**Cell placement**

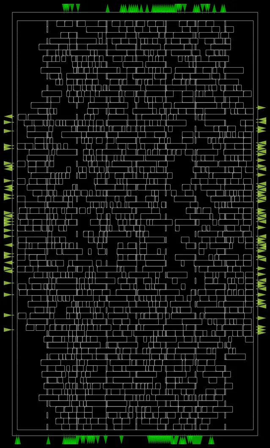
**Wiring heat map**

Drawn at 2 px/um. The die is cut into 23 by 39 equal tiles; dark purple is low, yellow is high, scaled to the fullest tile. Values are wire area over tile area, all layers added.
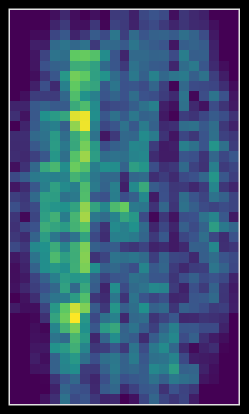
==> config.mk <==
export PLATFORM = sky130hd
export DESIGN_NAME = if_stage_ctrl
export DESIGN_NICKNAME = d
export VERILOG_FILES = /design/src/rtl/if_stage_ctrl.sv
export SDC_FILE = /design/constraint.sdc
export NUM_CORES = 1
export LEC_CHECK = 0
export CAP_MARGIN = 20
export CORE_ASPECT_RATIO = 1.75
export CORE_MARGIN = 2
export CORE_UTILIZATION = 45
export CTS_BUF_LIST = sky130_fd_sc_hd__clkbuf_8
export DETAILED_ROUTE_END_ITERATION = 7
export GPL_TIMING_DRIVEN = 0
export PLACE_DENSITY = 0.72
export SLEW_MARGIN = 0
export SYNTH_ARGS = -nofsm -noshare
export SYNTH_HDL_FRONTEND = slang
export SYNTH_SLANG_ARGS = --single-unit
==> constraint.sdc <==
create_clock -name clk -period 12.23 [get_ports clk]
set_clock_uncertainty 0.15 [all_clocks]
set_input_delay 2.446 -clock clk [delete_from_list [all_inputs] [get_ports clk]]
set_output_delay 2.446 -clock clk [all_outputs]
set_load 0.02 [all_outputs]
==> results.txt <==
The following summarizes the physical implementation.

Flow run
The number of maximum-capacitance violations recorded for the run is 0. OpenROAD emitted warnings numbering 31.

Floorplanning
The fraction of the core area occupied by cells at floorplan is 45.77%. The initialized floorplan defines 70 standard-cell rows. Measured along the y axis, the die boundary spans 197.0 um. The floorplan die area is 0.02252 sq mm. The horizontal die dimension reported for this design is 114.3 um. The total I/O pin count is 167. The area of the placeable core is 0.02093 sq mm.

Final timing
The tightest slew margin relative to the limit is 43.07%. Hold-check failures listed in the final report amount to 0. The final timing report counts setup violations totalling 0. Setup repair after global routing left no endpoint under its margin. Per the timing report, the achievable frequency comes out to 0.1915 GHz. Per the final report, max-transition violations number 0. The setup TNS after final layout is 0 ns. After layout, the worst path uses 42.69% of the clock period. Counting I/O delays and the setup requirement, the final critical path takes 5.221 ns.

Clock network
The maximum buffer depth of the clock tree is 2. Buffers inserted to repair hold after CTS numbered 0. Buffers inserted during clock tree synthesis total 17.

In this run the number of H-tree levels came out at 4. The clock insertion delay at the later pin of the skew report is 0.47 ns. The number of gates given a new drive strength after cts is 0. The clock root buffer is sky130_fd_sc_hd__clkbuf_8. The CTS tree is built.

The register clock-pin slew on the reported worst setup and hold paths is 0.10 ns.

Worst setup path
For reference, the most critical setup path is categorized as reg -> out. The largest driver fanout on the critical path is 10. Data on the critical path is required at its endpoint by 9.63 ns.

The critical path capture point type is a primary output. The launching element type of the critical path is a register. The length in cells of the worst reg-to-reg path is 6. In this run the critical path is formed by clkbuf_1, clkbuf_1, and2_1, clkdlybuf4s50_1. The flop-to-flop setup slack is 9.57 ns. The biggest cell delay along the critical path is 0.61 ns. According to the timing report, the arrival time at the worst endpoint equals 2.62 ns.

Synth
According to the Yosys statistics, the synthesized design has a chip area of 0.009582 sq mm. The number of cells reported by Yosys stat comes to 916. The floorplan net count is 986. After synthesis, the most frequently instantiated cells are sky130_fd_sc_hd__dfrtp_1 (190), sky130_fd_sc_hd__a21oi_1 (108), sky130_fd_sc_hd__nor2_1 (98). The share of async-settable or async-resettable flops after synthesis is 100.0%. After synthesis, the cell types taking the most area are sky130_fd_sc_hd__dfrtp_1 (50%), sky130_fd_sc_hd__mux2_2 (11%), sky130_fd_sc_hd__mux2i_1 (6.1%). For reference, the post-synthesis area per instance comes to 10.46 sq um. Sequential cells were found to cover 51.27% of the synthesized design area.

Per the synth stats, the flop cell with the highest instance count is sky130_fd_sc_hd__dfrtp_1. Per the synthesis report, the single largest cell type by area occupies 49.62% of cell area. The distinct cell type count of the synthesized netlist is 61.

The count of state elements after synthesis is 196. The warning tally printed by Yosys for this design is 0. sky130_fd_sc_hd__dfrtp_1 takes more of the synthesized area than any other cell. Counting flops with a built-in enable in the synthesized netlist gives 0. In the post-synthesis netlist, the cell with the most instances is sky130_fd_sc_hd__dfrtp_1.

Final layout
The share of final-layout standard cells stronger than drive strength 1 is 16.71%. The finished cells cover 0.01199 sq mm. The number of nets in the finished design is 1170.

In the final layout, the multi-input gates occupy 0.004283 sq mm. From synthesis to final layout, the design area changed by 25.08%. The sequential cell area is 0.004912 sq mm.

Pwr
Looking at the power breakdown, combinational cells take 26.9% of the total. The internal power is 1.281 mW. The fraction of power spent switching nets is 32.25%. In this run the power density over the cells is 157.8 mW/mm^2.

The standby leakage power is 4.888 nW. Sequential cells burn 50.3% of the power. The share of total power in the clock network is 22.9%. The peak ir drop on the vdd network is 0.07344 mV. The switching power is 0.6099 mW.

Min path
The worst min-delay path class is reg -> reg. The depth of the worst hold-timing path is 1.

GRT
The wire length of the first global-routing pass is 41.10 mm. Entering global routing, the biggest net connects 106 pins. The initial antenna violation count came to 0.

The number of global-route vias before repair is 7606. The residual overflow from global routing is 0.

Detailed routing
In this run the remaining antenna-violating nets after routing total 0. Per the detail_route report, vias per standard cell equal 5.563. For this run, the detailed router's first-pass iteration total came to 5. TritonRoute reported its final design rule violation total as 0.

The DRC marker count from the first detailed-route iteration is 419. The detailed-route wire length per cell is 19.23 um.

Run status
The run finished with clean final reports.

Placed design
At the end of routability-driven placement, the weighted congestion stood at 0.9288. The HPWL after detailed placement is 19.55 mm. The number of placed cells counting well taps is 1333.

The cell area reported after detailed placement is 0.01157 sq mm.
Back to the opening pictures, 'cell placement':
post-route insts no fill: 1366
proportion of cell area occupied by registers: 40.99%
tally of filler cells in the layout: 1875
number of flip-flops and latches: 196

Back to the opening pictures, 'wiring heat map':
tiles over half the peak: 13%
fullest tile: 0.67
densest ninth of the die: left middle
nearly empty tiles: 9.6%
mean over tiles: 0.18
routed via count: 7599
total track usage: 23.76%
total detailed-routing wirelength: 26.27 mm

## routing by layer
metal / up-vias / part of all wire, % / track usage (%)
met5: - / 0 / 0
met2: 245 / 54 / 43.03
met3: 59 / 3.4 / 3.222
met1: 3690 / 39 / 27.01
met4: 0 / 3.9 / 11.92
li1: 3605 / - / -
## power by group through the flow
stage	logic (mW)	registers [mW]	clock network, mW
after floorplan	0.309	0.951	0
after global placement	0.497	0.955	0
after detailed placement	0.511	0.964	0
after CTS	0.513	0.950	0.444
after global routing	0.555	0.974	0.470
final	0.508	0.950	0.432
## cells by family (layout without fill, tap and decap cells)
| family | count (synthesis) | after routing | synth area share, % |
|---|---|---|---|
| simple gates | 292 | 292 | 15.67 |
| flops | 196 | 196 | 51.27 |
| compound gates | 193 | 193 | 11.67 |
| mux | 153 | 153 | 17.22 |
| buf+inv | 81 | 278 | 4.035 |
| fa+ha+maj | 1 | 1 | 0.1306 |
| other cells | 0 | 1 | 0 |
## layout by cell type, fill, tap and decap left out, drive strengths merged, types with 6 or more instances in the layout
cell type / instances
and2: 66
dfstp: 6
o22ai: 7
nand2b: 7
nand3: 29
nand4: 10
inv: 17
dfrtp: 190
a31oi: 10
mux2i: 58
o21ai: 31
nand2: 45
clkbuf: 45
nor2b: 7
a21oi: 108
and3: 11
nor2: 99
mux2: 95
clkdlybuf4s50: 164
buf: 42
a22o: 6
## through the flow
| step | setup slack (ns) | utilization (%) | hold slack (ns) | power (mW) |
|---|---|---|---|---|
| floorplan | 4.303 | - | 0.3039 | 1.260 |
| global placement | 1.665 | 55.12 | 0.3186 | 1.452 |
| detailed placement | 7.366 | 55.29 | 0.3245 | 1.474 |
| CTS | 6.949 | 57.24 | 0.3475 | 1.906 |
| global route | 6.834 | 57.24 | 0.3630 | 1.998 |
| finish | 7.009 | 57.26 | 0.3424 | 1.891 |
## critical path, delay by kind of cell, from the launching register on
| family | cells | cell delay [ns] |
|---|---|---|
| buf+inv | 3 | 1.50 |
| flops | 1 | 0.44 |
| simple gates | 1 | 0.22 |
## final cells by class
class,instances,area share [%]
diodes,1,0.02088
plain buffers,68,2.819
clock buffers,19,2.182
clock inverters,13,1.232
inverters,13,0.4698
multi-input cells,639,35.73
flip-flops and latches,196,40.99
well taps,252,2.631
repair buffers,165,13.93
Power and IR drop assume default switching activity.
